`config.mk`:
```
export PLATFORM = sky130hd
export DESIGN_NAME = guess_controller
export DESIGN_NICKNAME = d
export VERILOG_FILES = /design/src/rtl/game_pkg.sv /design/src/rtl/bcd3_to_bin.sv /design/src/rtl/guess_controller.sv
export SDC_FILE = /design/constraint.sdc
export NUM_CORES = 1
export LEC_CHECK = 0
export CAP_MARGIN = 15
export CORE_MARGIN = 2
export CORE_UTILIZATION = 48
export CTS_CLUSTER_DIAMETER = 40
export CTS_CLUSTER_SIZE = 14
export DETAILED_ROUTE_END_ITERATION = 10
export GPL_TIMING_DRIVEN = 0
export PLACE_DENSITY = 0.7
export SETUP_SLACK_MARGIN = 0.3
export SLEW_MARGIN = 20
export SYNTH_ARGS = -nofsm -noshare
export SYNTH_HDL_FRONTEND = slang
export SYNTH_HIERARCHICAL = 1
export SYNTH_SLANG_ARGS = --single-unit
```
`constraint.sdc`:
```
create_clock -name clk -period 6 [get_ports clk]
set_clock_uncertainty 0.2 [all_clocks]
set_input_delay 0.6 -clock clk [delete_from_list [all_inputs] [get_ports clk]]
set_output_delay 0.6 -clock clk [all_outputs]
set_load 0.03 [all_outputs]
```
`src/rtl/game_pkg.sv`:
```
// Shared types and constants for the number-guessing game controller.
package game_pkg;

    typedef enum logic [2:0] {
        IDLE = 3'd0,
        WAIT = 3'd1,
        CMP  = 3'd2,
        ADV  = 3'd3,
        DONE = 3'd4,
        FAIL = 3'd5
    } state_t;

    typedef logic [9:0] value_t;
    typedef logic [3:0] bcd_t;

    localparam logic [2:0] ROUNDS_PER_LEVEL = 3'd3;
    localparam logic [1:0] MAX_LEVEL        = 2'd3;
    localparam logic [3:0] ATTEMPTS_SAT     = 4'd15;

    function automatic logic any_digit_invalid(input bcd_t d1, input bcd_t d2, input bcd_t d3);
        return (d1 > 4'd9) || (d2 > 4'd9) || (d3 > 4'd9);
    endfunction

    // Digits in positions beyond the current level do not count towards the value.
    function automatic bcd_t mask_digit(input bcd_t d, input logic [1:0] pos, input logic [1:0] level);
        return (pos <= level) ? d : 4'd0;
    endfunction

endpackage

```
`src/rtl/bcd3_to_bin.sv`:
```
// Combinational three-digit BCD to 10-bit binary converter.
module bcd3_to_bin
    import game_pkg::*;
(
    input  logic [3:0] digit_1,
    input  logic [3:0] digit_2,
    input  logic [3:0] digit_3,
    output value_t     value
);

    assign value = (value_t'(digit_3) * 10'd100) + (value_t'(digit_2) * 10'd10) + value_t'(digit_1);

endmodule

```
`src/rtl/guess_controller.sv`:
```
// Number-guessing game controller: three levels of three rounds each.
// Define ATTEMPT_LIMIT_EN to end a round in FAIL after MAX_ATTEMPTS wrong guesses.
module guess_controller
    import game_pkg::*;
#(
    parameter int MAX_ATTEMPTS = 7
) (
    input  logic       clk,
    input  logic       reset,
    input  logic       start,
    input  logic       submit,
    input  logic [3:0] guess_digit_1,
    input  logic [3:0] guess_digit_2,
    input  logic [3:0] guess_digit_3,
    input  logic [3:0] target_digit_1,
    input  logic [3:0] target_digit_2,
    input  logic [3:0] target_digit_3,
    output logic [1:0] Max_digit,
    output logic [2:0] round,
    output logic       too_high,
    output logic       too_low,
    output logic       correct,
    output logic       invalid,
    output logic [3:0] attempts,
    output logic       game_over,
    output logic       fail
);

    localparam logic [3:0] ATTEMPT_CAP = 4'(MAX_ATTEMPTS);
`ifdef ATTEMPT_LIMIT_EN
    localparam logic LIMIT_EN = 1'b1;
`else
    localparam logic LIMIT_EN = 1'b0;
`endif

    state_t     state_r, state_next_s;
    logic [1:0] level_r, level_next_s;
    logic [2:0] round_r, round_next_s;
    logic [3:0] attempts_r, attempts_next_s;
    logic       too_high_r, too_high_next_s;
    logic       too_low_r, too_low_next_s;
    logic       correct_r, correct_next_s;
    logic       invalid_r, invalid_next_s;
    logic       game_over_r, game_over_next_s;
    logic       fail_r, fail_next_s;
    bcd_t       g1_r, g2_r, g3_r;
    bcd_t       g1_next_s, g2_next_s, g3_next_s;

    bcd_t       gm2_s, gm3_s;
    value_t     guess_val_s, target_val_s;
    logic       guess_bad_s;
    logic [3:0] attempts_inc_s;
    logic       limit_hit_s;
    logic       restart_s;

    assign gm2_s = mask_digit(g2_r, 2'd2, level_r);
    assign gm3_s = mask_digit(g3_r, 2'd3, level_r);

    bcd3_to_bin u_guess_bin (
        .digit_1 (g1_r),
        .digit_2 (gm2_s),
        .digit_3 (gm3_s),
        .value   (guess_val_s)
    );

    bcd3_to_bin u_target_bin (
        .digit_1 (target_digit_1),
        .digit_2 (target_digit_2),
        .digit_3 (target_digit_3),
        .value   (target_val_s)
    );

    // Validity is judged on the raw latched digits, masking only affects the value.
    assign guess_bad_s    = any_digit_invalid(g1_r, g2_r, g3_r);
    assign attempts_inc_s = (attempts_r == ATTEMPTS_SAT) ? attempts_r : (attempts_r + 4'd1);
    assign limit_hit_s    = LIMIT_EN && (attempts_inc_s == ATTEMPT_CAP);
    assign restart_s      = start && ((state_r == IDLE) || (state_r == DONE) || (state_r == FAIL));

    // Next-state and next-value logic for the whole controller.
    always_comb begin
        state_next_s     = state_r;
        level_next_s     = level_r;
        round_next_s     = round_r;
        attempts_next_s  = attempts_r;
        too_high_next_s  = too_high_r;
        too_low_next_s   = too_low_r;
        correct_next_s   = correct_r;
        invalid_next_s   = invalid_r;
        game_over_next_s = game_over_r;
        fail_next_s      = fail_r;
        g1_next_s        = g1_r;
        g2_next_s        = g2_r;
        g3_next_s        = g3_r;
        if (restart_s) begin
            state_next_s     = WAIT;
            level_next_s     = 2'd1;
            round_next_s     = 3'd1;
            attempts_next_s  = 4'd0;
            too_high_next_s  = 1'b0;
            too_low_next_s   = 1'b0;
            correct_next_s   = 1'b0;
            invalid_next_s   = 1'b0;
            game_over_next_s = 1'b0;
            fail_next_s      = 1'b0;
            g1_next_s        = 4'd0;
            g2_next_s        = 4'd0;
            g3_next_s        = 4'd0;
        end else begin
            case (state_r)
                WAIT: begin
                    if (submit) begin
                        g1_next_s       = guess_digit_1;
                        g2_next_s       = guess_digit_2;
                        g3_next_s       = guess_digit_3;
                        too_high_next_s = 1'b0;
                        too_low_next_s  = 1'b0;
                        correct_next_s  = 1'b0;
                        invalid_next_s  = 1'b0;
                        state_next_s    = CMP;
                    end else begin
                        state_next_s = WAIT;
                    end
                end
                CMP: begin
                    if (guess_bad_s) begin
                        invalid_next_s = 1'b1;
                        state_next_s   = WAIT;
                    end else begin
                        attempts_next_s = attempts_inc_s;
                        if (guess_val_s == target_val_s) begin
                            correct_next_s = 1'b1;
                            state_next_s   = ADV;
                        end else begin
                            too_high_next_s = (guess_val_s > target_val_s);
                            too_low_next_s  = (guess_val_s < target_val_s);
                            if (limit_hit_s) begin
                                fail_next_s  = 1'b1;
                                state_next_s = FAIL;
                            end else begin
                                state_next_s = WAIT;
                            end
                        end
                    end
                end
                ADV: begin
                    attempts_next_s = 4'd0;
                    if (round_r < ROUNDS_PER_LEVEL) begin
                        round_next_s = round_r + 3'd1;
                        state_next_s = WAIT;
                    end else if (level_r < MAX_LEVEL) begin
                        level_next_s = level_r + 2'd1;
                        round_next_s = 3'd1;
                        state_next_s = WAIT;
                    end else begin
                        game_over_next_s = 1'b1;
                        state_next_s     = DONE;
                    end
                end
                IDLE, DONE, FAIL: begin
                    state_next_s = state_r;
                end
                default: begin
                    state_next_s = IDLE;
                end
            endcase
        end
    end

    // State and output registers with synchronous reset.
    always_ff @(posedge clk) begin
        if (reset) begin
            state_r     <= IDLE;
            level_r     <= 2'd1;
            round_r     <= 3'd1;
            attempts_r  <= 4'd0;
            too_high_r  <= 1'b0;
            too_low_r   <= 1'b0;
            correct_r   <= 1'b0;
            invalid_r   <= 1'b0;
            game_over_r <= 1'b0;
            fail_r      <= 1'b0;
            g1_r        <= 4'd0;
            g2_r        <= 4'd0;
            g3_r        <= 4'd0;
        end else begin
            state_r     <= state_next_s;
            level_r     <= level_next_s;
            round_r     <= round_next_s;
            attempts_r  <= attempts_next_s;
            too_high_r  <= too_high_next_s;
            too_low_r   <= too_low_next_s;
            correct_r   <= correct_next_s;
            invalid_r   <= invalid_next_s;
            game_over_r <= game_over_next_s;
            fail_r      <= fail_next_s;
            g1_r        <= g1_next_s;
            g2_r        <= g2_next_s;
            g3_r        <= g3_next_s;
        end
    end

    assign Max_digit = level_r;
    assign round     = round_r;
    assign attempts  = attempts_r;
    assign too_high  = too_high_r;
    assign too_low   = too_low_r;
    assign correct   = correct_r;
    assign invalid   = invalid_r;
    assign game_over = game_over_r;
    assign fail      = fail_r;

endmodule

```
Fig. 1: run 1, cell area per tile
Scale: 3 px per um. 8 x 8 tiles, from white (low) to dark blue (high), 0 to 100% covered.
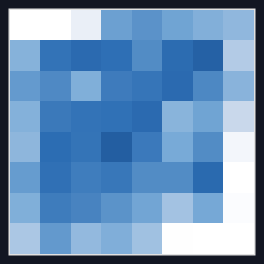
tiles over 75% full: 13%
nearly empty tiles: 11%
mean over tiles: 51%

Fig. 2: run 1, track usage over the die
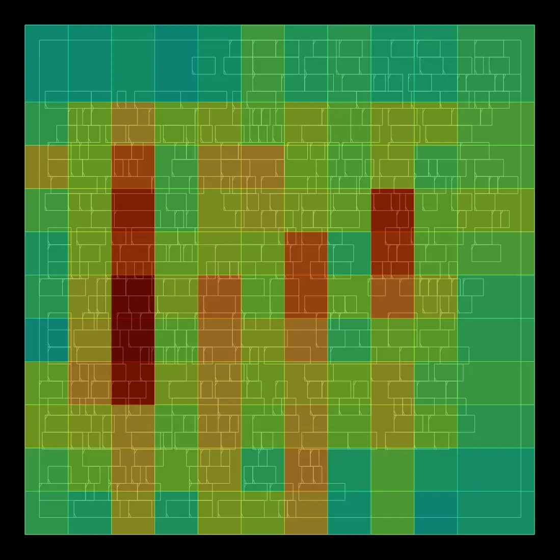
met2 GRT Util: 33.44%
fin util: 59.45%
Overall Global Routing Usage: 18.90%
met3 GRT Util: 2.889%
wire per inst: 12.32 um

==> qor.yml, run 1 <==
ctsHoldBuffers: 0
yosys_cells: 333
fp_util_pct: 49.02
finalSetupTns_ns: 0
clk_latency_ns: 0.28
grt_antenna_before_repair: 0
hp-start: "g3_r[0]"
netlist.top_cell.by_area: "ha_1"
rsz0062_at_grt: "no"
power_density_nw_per_um2: 176.6
met3_length_um: 147
num_rows: 28
crit_start: "Max_digit[0]"
drc_errors: 0
p_clk_share_pct: 33.9
drv_cap: 0
p_total_mw: 0.6143
wirelength_mm: 5.616
yosys_warnings: 6
setup.worst_path.end: "state_r[1]"
hp-class: "reg -> reg"
common_cells: "60 x ha_1, 35 x nand2_1, 29 x dfxtp_1"
fp.dieH_um: 81.30
lay_top_count: "ha_1"
numCtsBuffers: 5
p_int_mw: 0.4302
cts_tree: "built"
critPathTopFamily: "adder cells"
relSlewSlack_pct: 64.15
dpl.hpwl_mm: 4.768
grt_overflow_total: 0
met2WireLength_mm: 2.753
crit_path_max_fanout: 5
dieWidth_um: 81.30
vias_per_cell: 5.289
ys.flop_type: "dfxtp_1"
p_comb_share_pct: 33.6
cts_setup_buffers: 0
post-place-cells: 448
finalInstanceArea_um2: 3478
endpoint_kind: "flop"
reg2reg_to: "state_r[1]"
yosys_area_um2: 2868
largestPowerGroup: "clock"
clock_net_power_mw: 0.208
syn_area_um2: 2868
grt_max_degree: 11
status: "finished clean"
rrSetupSlack_ns: 1.06
antenna_violating_nets_post_route: 0
grtUsageMet1_pct: 23.34
final_cell_mix: "60 x ha_1, 40 x clkdlybuf4s50_1, 35 x nand2_1, 29 x dfxtp_1, 28 x a21oi_1"
top_layer: "met4"
Fig. 3: run 1, clock wires, drivers and flops
Scale: 8 px per um.
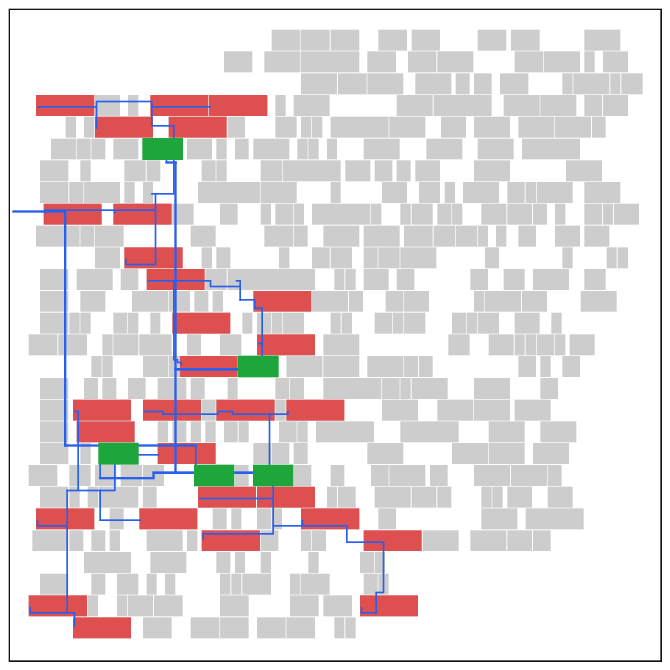
[green] clock-net drivers | count: 5
[red] flip-flops | count: 29
[blue] clock wires | length: 385 um
routed clock nets: 6

## run 1: cell type report
cell class,instances,area [um^2]
Buffer,8,50.05
Clock buffer,7,86.33
Clock inverter,1,30.03
Fill cell,548,2372
Inverter,28,105.1
Multi-Input combinational cell,268,2132
Sequential cell,29,580.6
Tap cell,75,93.84
Timing Repair Buffer,40,400.4
## run 1: cells by family (layout without fill, tap and decap cells)
family	after synthesis	count (layout)	synth area share, %
adders and majority gates	70	70	33.16
xor gates and xnor gates	20	20	6.108
AOI/OAI and AO/OA	69	69	15.58
DFF	29	29	20.24
buffers and inverters	36	84	5.410
other	1	1	0.1308
and+or+nand+nor	108	108	19.37
==> inputs of run 2 (changes only) <==
--- a/config.mk
+++ b/config.mk
@@ -12,7 +12,7 @@
 export CTS_CLUSTER_SIZE = 14
 export DETAILED_ROUTE_END_ITERATION = 10
 export GPL_TIMING_DRIVEN = 0
-export PLACE_DENSITY = 0.7
+export PLACE_DENSITY = 0.73
 export SETUP_SLACK_MARGIN = 0.3
 export SLEW_MARGIN = 20
 export SYNTH_ARGS = -nofsm -noshare
==> constraint.sdc (replaced) <==
create_clock -name clk -period 4.4 [get_ports clk]
set_clock_uncertainty 0.2 [all_clocks]
set_input_delay 0.44 -clock clk [delete_from_list [all_inputs] [get_ports clk]]
set_output_delay 0.44 -clock clk [all_outputs]
set_load 0.03 [all_outputs]
Fig. 4: run 2, track usage over the die
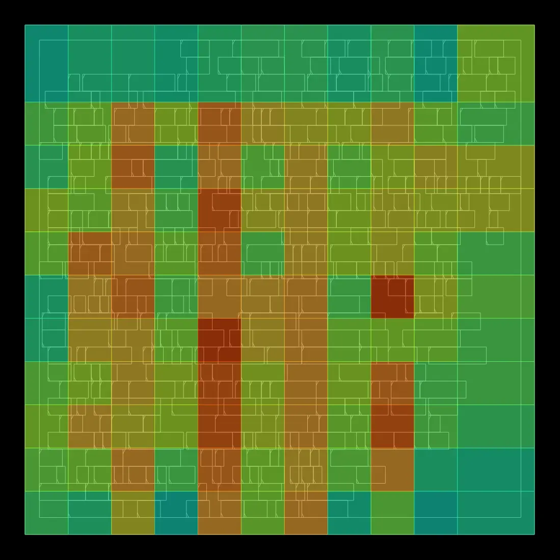
met2 GRT Util: 38.20%
wire per inst: 13.42 um
met3 GRT Util: 2.556%
Overall Global Routing Usage: 20.56%
met1 Use GR: 25.07%

Fig. 5: run 2, clock wires, drivers and flops
Scale: 8 px per um.
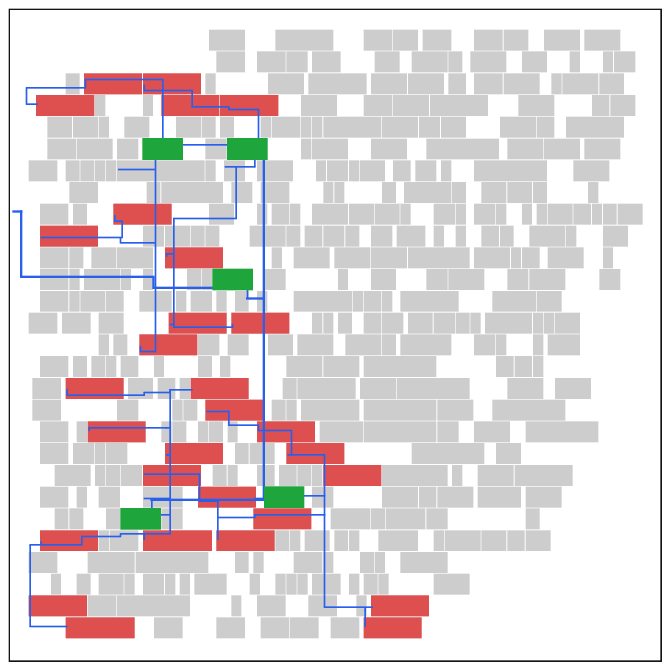
[red] flip-flops | count: 29
[green] clock-net drivers | count: 5
[blue] clock wires | length: 446 um
routed clock nets: 6

Fig. 6: run 2, placement by RTL instance
Scale: 6 px per um. Other cells in grey.
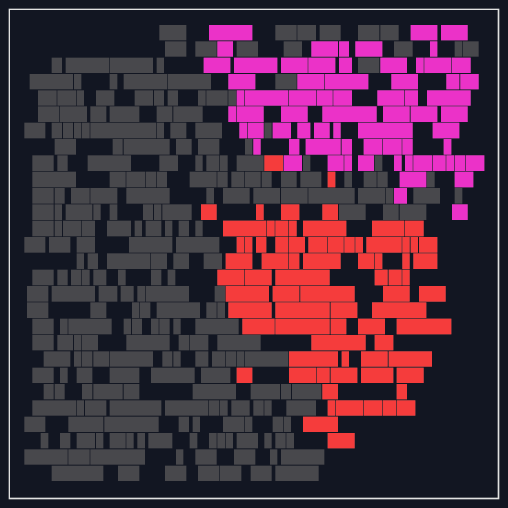
[red] u_guess_bin | cells: 75
[magenta] u_target_bin | cells: 69
not coloured: 245

==> qor.yml, run 2 <==
yosys_cells: 333  # unchanged
timing.hold.ws_ns: 0.2591
warnings: 30
grt_antenna_before_repair: 0  # unchanged
synth_cells: 333
ys.flop_type: "dfxtp_1"
worstPathRequired_ns: 4.38
n_antenna_cell: 0
met2WireLength_mm: 3.213  # +17%
fp_util_pct: 49.02  # unchanged
nFillCells: 505  # -7.8%
setup.worst_path.end: "too_low"
grt_pass1_vias: 2383
first_iter_violations: 56
utilization_pct: 65.31  # +5.9 points
syn_area_um2: 2868  # unchanged
hp-start: "g1_r[0]"
drv_cap: 0  # unchanged
top_layer: "met4"
final_cell_mix: "47 x ha_1, 36 x clkdlybuf4s50_1, 35 x nand2_1, 27 x a21oi_1, 27 x dfxtp_1"
largestPowerGroup: "combinational logic"
crit_path_max_fanout: 4  # -1
ys.flops: 29
netlist.top_cell.by_area: "ha_1"
hp-class: "reg -> reg"
min_to: "g1_r[0]"
drc_errors: 0  # unchanged
root_buffer: "clkbuf_8"
wirelength_mm: 6.225  # +11%
numCtsBuffers: 5  # unchanged
grt_overflow_total: 0  # unchanged
start_kind: "flop"
vias_per_cell: 5.259  # -0.58%
rsz0062_at_grt: "yes"
crit_start: "Max_digit[0]"
finalInstanceArea_um2: 3821  # +9.9%
num_rows: 28  # unchanged
cp_num_cells: 21
setup_viol: 0
max_freq_mhz: 229.2
finalSetupTns_ns: 0  # unchanged
reg2reg_to: "too_low"
critPathMaxStageDelay_ns: 0.37
hold_depth: 2
antenna_violating_nets_post_route: 0  # unchanged
post-place-cells: 448  # unchanged
synth.distinct_cells: 48
drive_above_1_share_pct: 17.99
endpoint_kind: "flop"
clock_sinks: 29
cp_num_buf_inv: 4
busiest_layer: "met2"
dieWidth_um: 81.30  # unchanged
cts_tree: "built"
yosys_warnings: 6  # unchanged
met3_length_um: 160  # +8.8%
p_clk_share_pct: 34.0  # about the same
clock_net_power_mw: 0.295  # +42%
grt_first_pass_wirelength_mm: 10.58
critPathTopFamily: "adder cells"
dpl.hpwl_mm: 4.888  # +2.5%
ctsHoldBuffers: 0  # unchanged
lay_top_count: "ha_1"
min_period_ns: 4.363
rrSetupSlack_ns: 0.04  # -1.02 ns
power_density_nw_per_um2: 227.5  # +29%
grt_max_degree: 11  # unchanged
p_comb_share_pct: 34.9  # +1.3 points
async_reset_ff_share_pct: 0
edf_count: 0
p_total_mw: 0.8694  # +42%
fp.dieH_um: 81.30  # unchanged
min_period_over_period_pct: 99.15
p_int_mw: 0.5975  # +39%
common_cells: "60 x ha_1, 35 x nand2_1, 29 x dfxtp_1"
rr_startpoint: "Max_digit[0]"
cts_setup_buffers: 6  # +6
drv_slew: 0
clk_latency_ns: 0.28  # about the same
yosys_area_um2: 2868  # unchanged
status: "finished clean"
[run 2: area by class of cell]
type | count | area (um^2) | share of cell area, %
Multi-Input combinational cell | 268 | 2409 | 63.03
Sequential cell | 29 | 588.1 | 15.39
Timing Repair Buffer | 48 | 455.4 | 11.92
Inverter | 28 | 105.1 | 2.750
Tap cell | 75 | 93.84 | 2.456
Clock buffer | 6 | 82.58 | 2.161
Buffer | 8 | 50.05 | 1.310
Clock inverter | 2 | 37.54 | 0.9823
[run 2: cells by family after synthesis]
family	Yosys count	share of synthesized area, %
and+or+nand+nor	108	19.37
xor gates and xnor gates	20	6.108
AOI/OAI and AO/OA	69	15.58
other	1	0.1308
adders and majority gates	70	33.16
buffers and inverters	36	5.410
DFF	29	20.24
==> inputs of run 3 (changes only) <==
--- a/config.mk
+++ b/config.mk
@@ -12,7 +12,7 @@
 export CTS_CLUSTER_SIZE = 14
 export DETAILED_ROUTE_END_ITERATION = 10
 export GPL_TIMING_DRIVEN = 0
-export PLACE_DENSITY = 0.73
+export PLACE_DENSITY = 0.7
 export SETUP_SLACK_MARGIN = 0.3
 export SLEW_MARGIN = 20
 export SYNTH_ARGS = -nofsm -noshare
==> constraint.sdc (replaced) <==
create_clock -name clk -period 4.05 [get_ports clk]
set_clock_uncertainty 0.2 [all_clocks]
set_input_delay 0.405 -clock clk [delete_from_list [all_inputs] [get_ports clk]]
set_output_delay 0.405 -clock clk [all_outputs]
set_load 0.03 [all_outputs]
Fig. 7: run 3, clock wires, drivers and flops
Scale: 8 px per um.
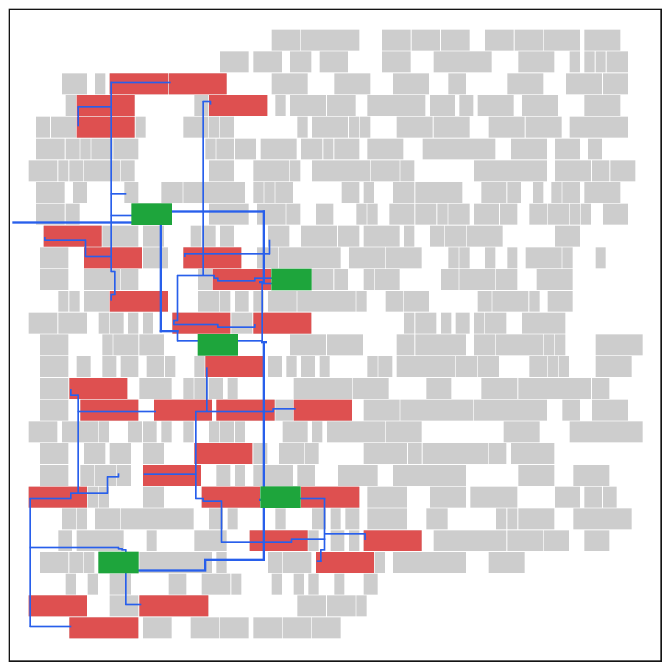
[green] clock-net drivers | count: 5
[red] flip-flops | count: 29
[blue] clock wires | length: 414 um
routed clock nets: 6

Fig. 8: run 3, cell area per tile
Scale: 3 px per um. 8 x 8 tiles, from white (low) to dark blue (high), 0 to 100% covered.
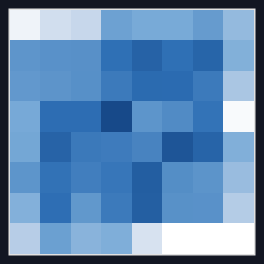
mean over tiles: 56%
emptiest ninth of the die: lower right
densest ninth of the die: centre

Fig. 9: run 3, power grid
Scale: 6 px per um. Pins as bars on the die edge.
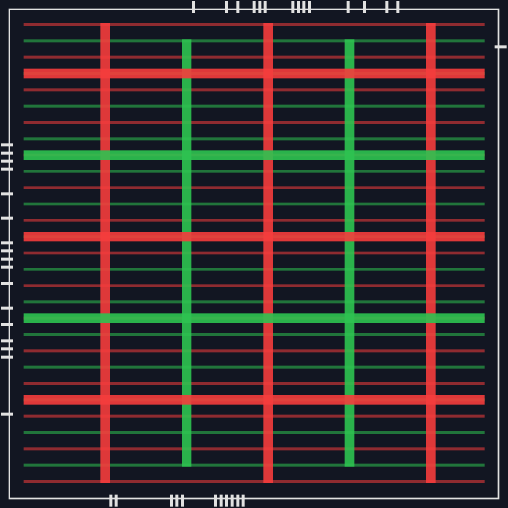
[green] VDD
[red] VSS
rows: 28
met4 straps: 5

==> qor.yml, run 3 <==
status: "finished, violations left"
failed_checks: "negative setup slack"
netlist.top_cell.by_area: "ha_1"
drv_cap: 0  # unchanged
setup_viol: 4  # +4
grt_max_degree: 11  # unchanged
grt_first_pass_wirelength_mm: 9.887  # -6.5%
utilization_pct: 64.63  # -0.68 points
clock_buffers: 5  # -1
comb_area_share_pct: 63.87  # +0.83 points
ff_count: 29  # unchanged
wirelength_mm: 5.939  # -4.6%
ctsHoldBuffers: 0  # unchanged
num_rows: 28  # unchanged
ys.flops: 29  # unchanged
edf_count: 0  # unchanged
worst_slack_ns: -0.2969
final-clk-cell-share_pct: 2.283  # -0.86 points
seq_area_um2: 588.1  # unchanged
async_reset_ff_share_pct: 0  # unchanged
top_layer: "met4"
mux_share_pct: 0  # unchanged
drc_errors: 0  # unchanged
common_cells: "60 x ha_1, 35 x nand2_1, 29 x dfxtp_1"
yosys_cells: 333  # unchanged
comb_area_um2: 2415  # +0.26%
rsz0062_at_grt: "yes"
lay_top_count: "ha_1"
drive_above_1_share_pct: 17.10  # -0.90 points
hp-class: "reg -> reg"
min_to: "g3_r[0]"
power_density_nw_per_um2: 226.9  # -0.27%
grt_overflow_total: 0  # unchanged
fp.dieH_um: 81.30  # unchanged
synthAoiAreaFrac_pct: 15.58  # unchanged
## run 3: cell counts after synthesis
No cell type changed its count.
## run 3: power by group
part | switching [mW] | internal, mW
sequential | 0.00473 | 0.290
clock | 0.117 | 0.118
combinational | 0.168 | 0.161
total | 0.290 | 0.568
## run 3: worst max-delay path by stage
stage | to | slack, ns | cells after the start
floorplan | state_r[1] | -0.13 | 20
global placement | state_r[1] | -0.72 | 17
detailed placement | state_r[1] | -0.73 | 17
CTS | too_low | -0.28 | 21
global route | too_low | -0.50 | 21
finish | too_low | -0.30 | 21
## run 3: metrics by stage
stage	setup TNS [ns]	total power, mW
5_1_grt	-1.847	0.9262
3_3_place_gp	-2.654	0.6000
4_1_cts	-1.007	0.8624
2_1_floorplan	-0.3439	0.5282
6_report	-0.9981	0.8580
3_5_place_dp	-2.736	0.6077
Power is estimated from default activity; no workload was simulated.
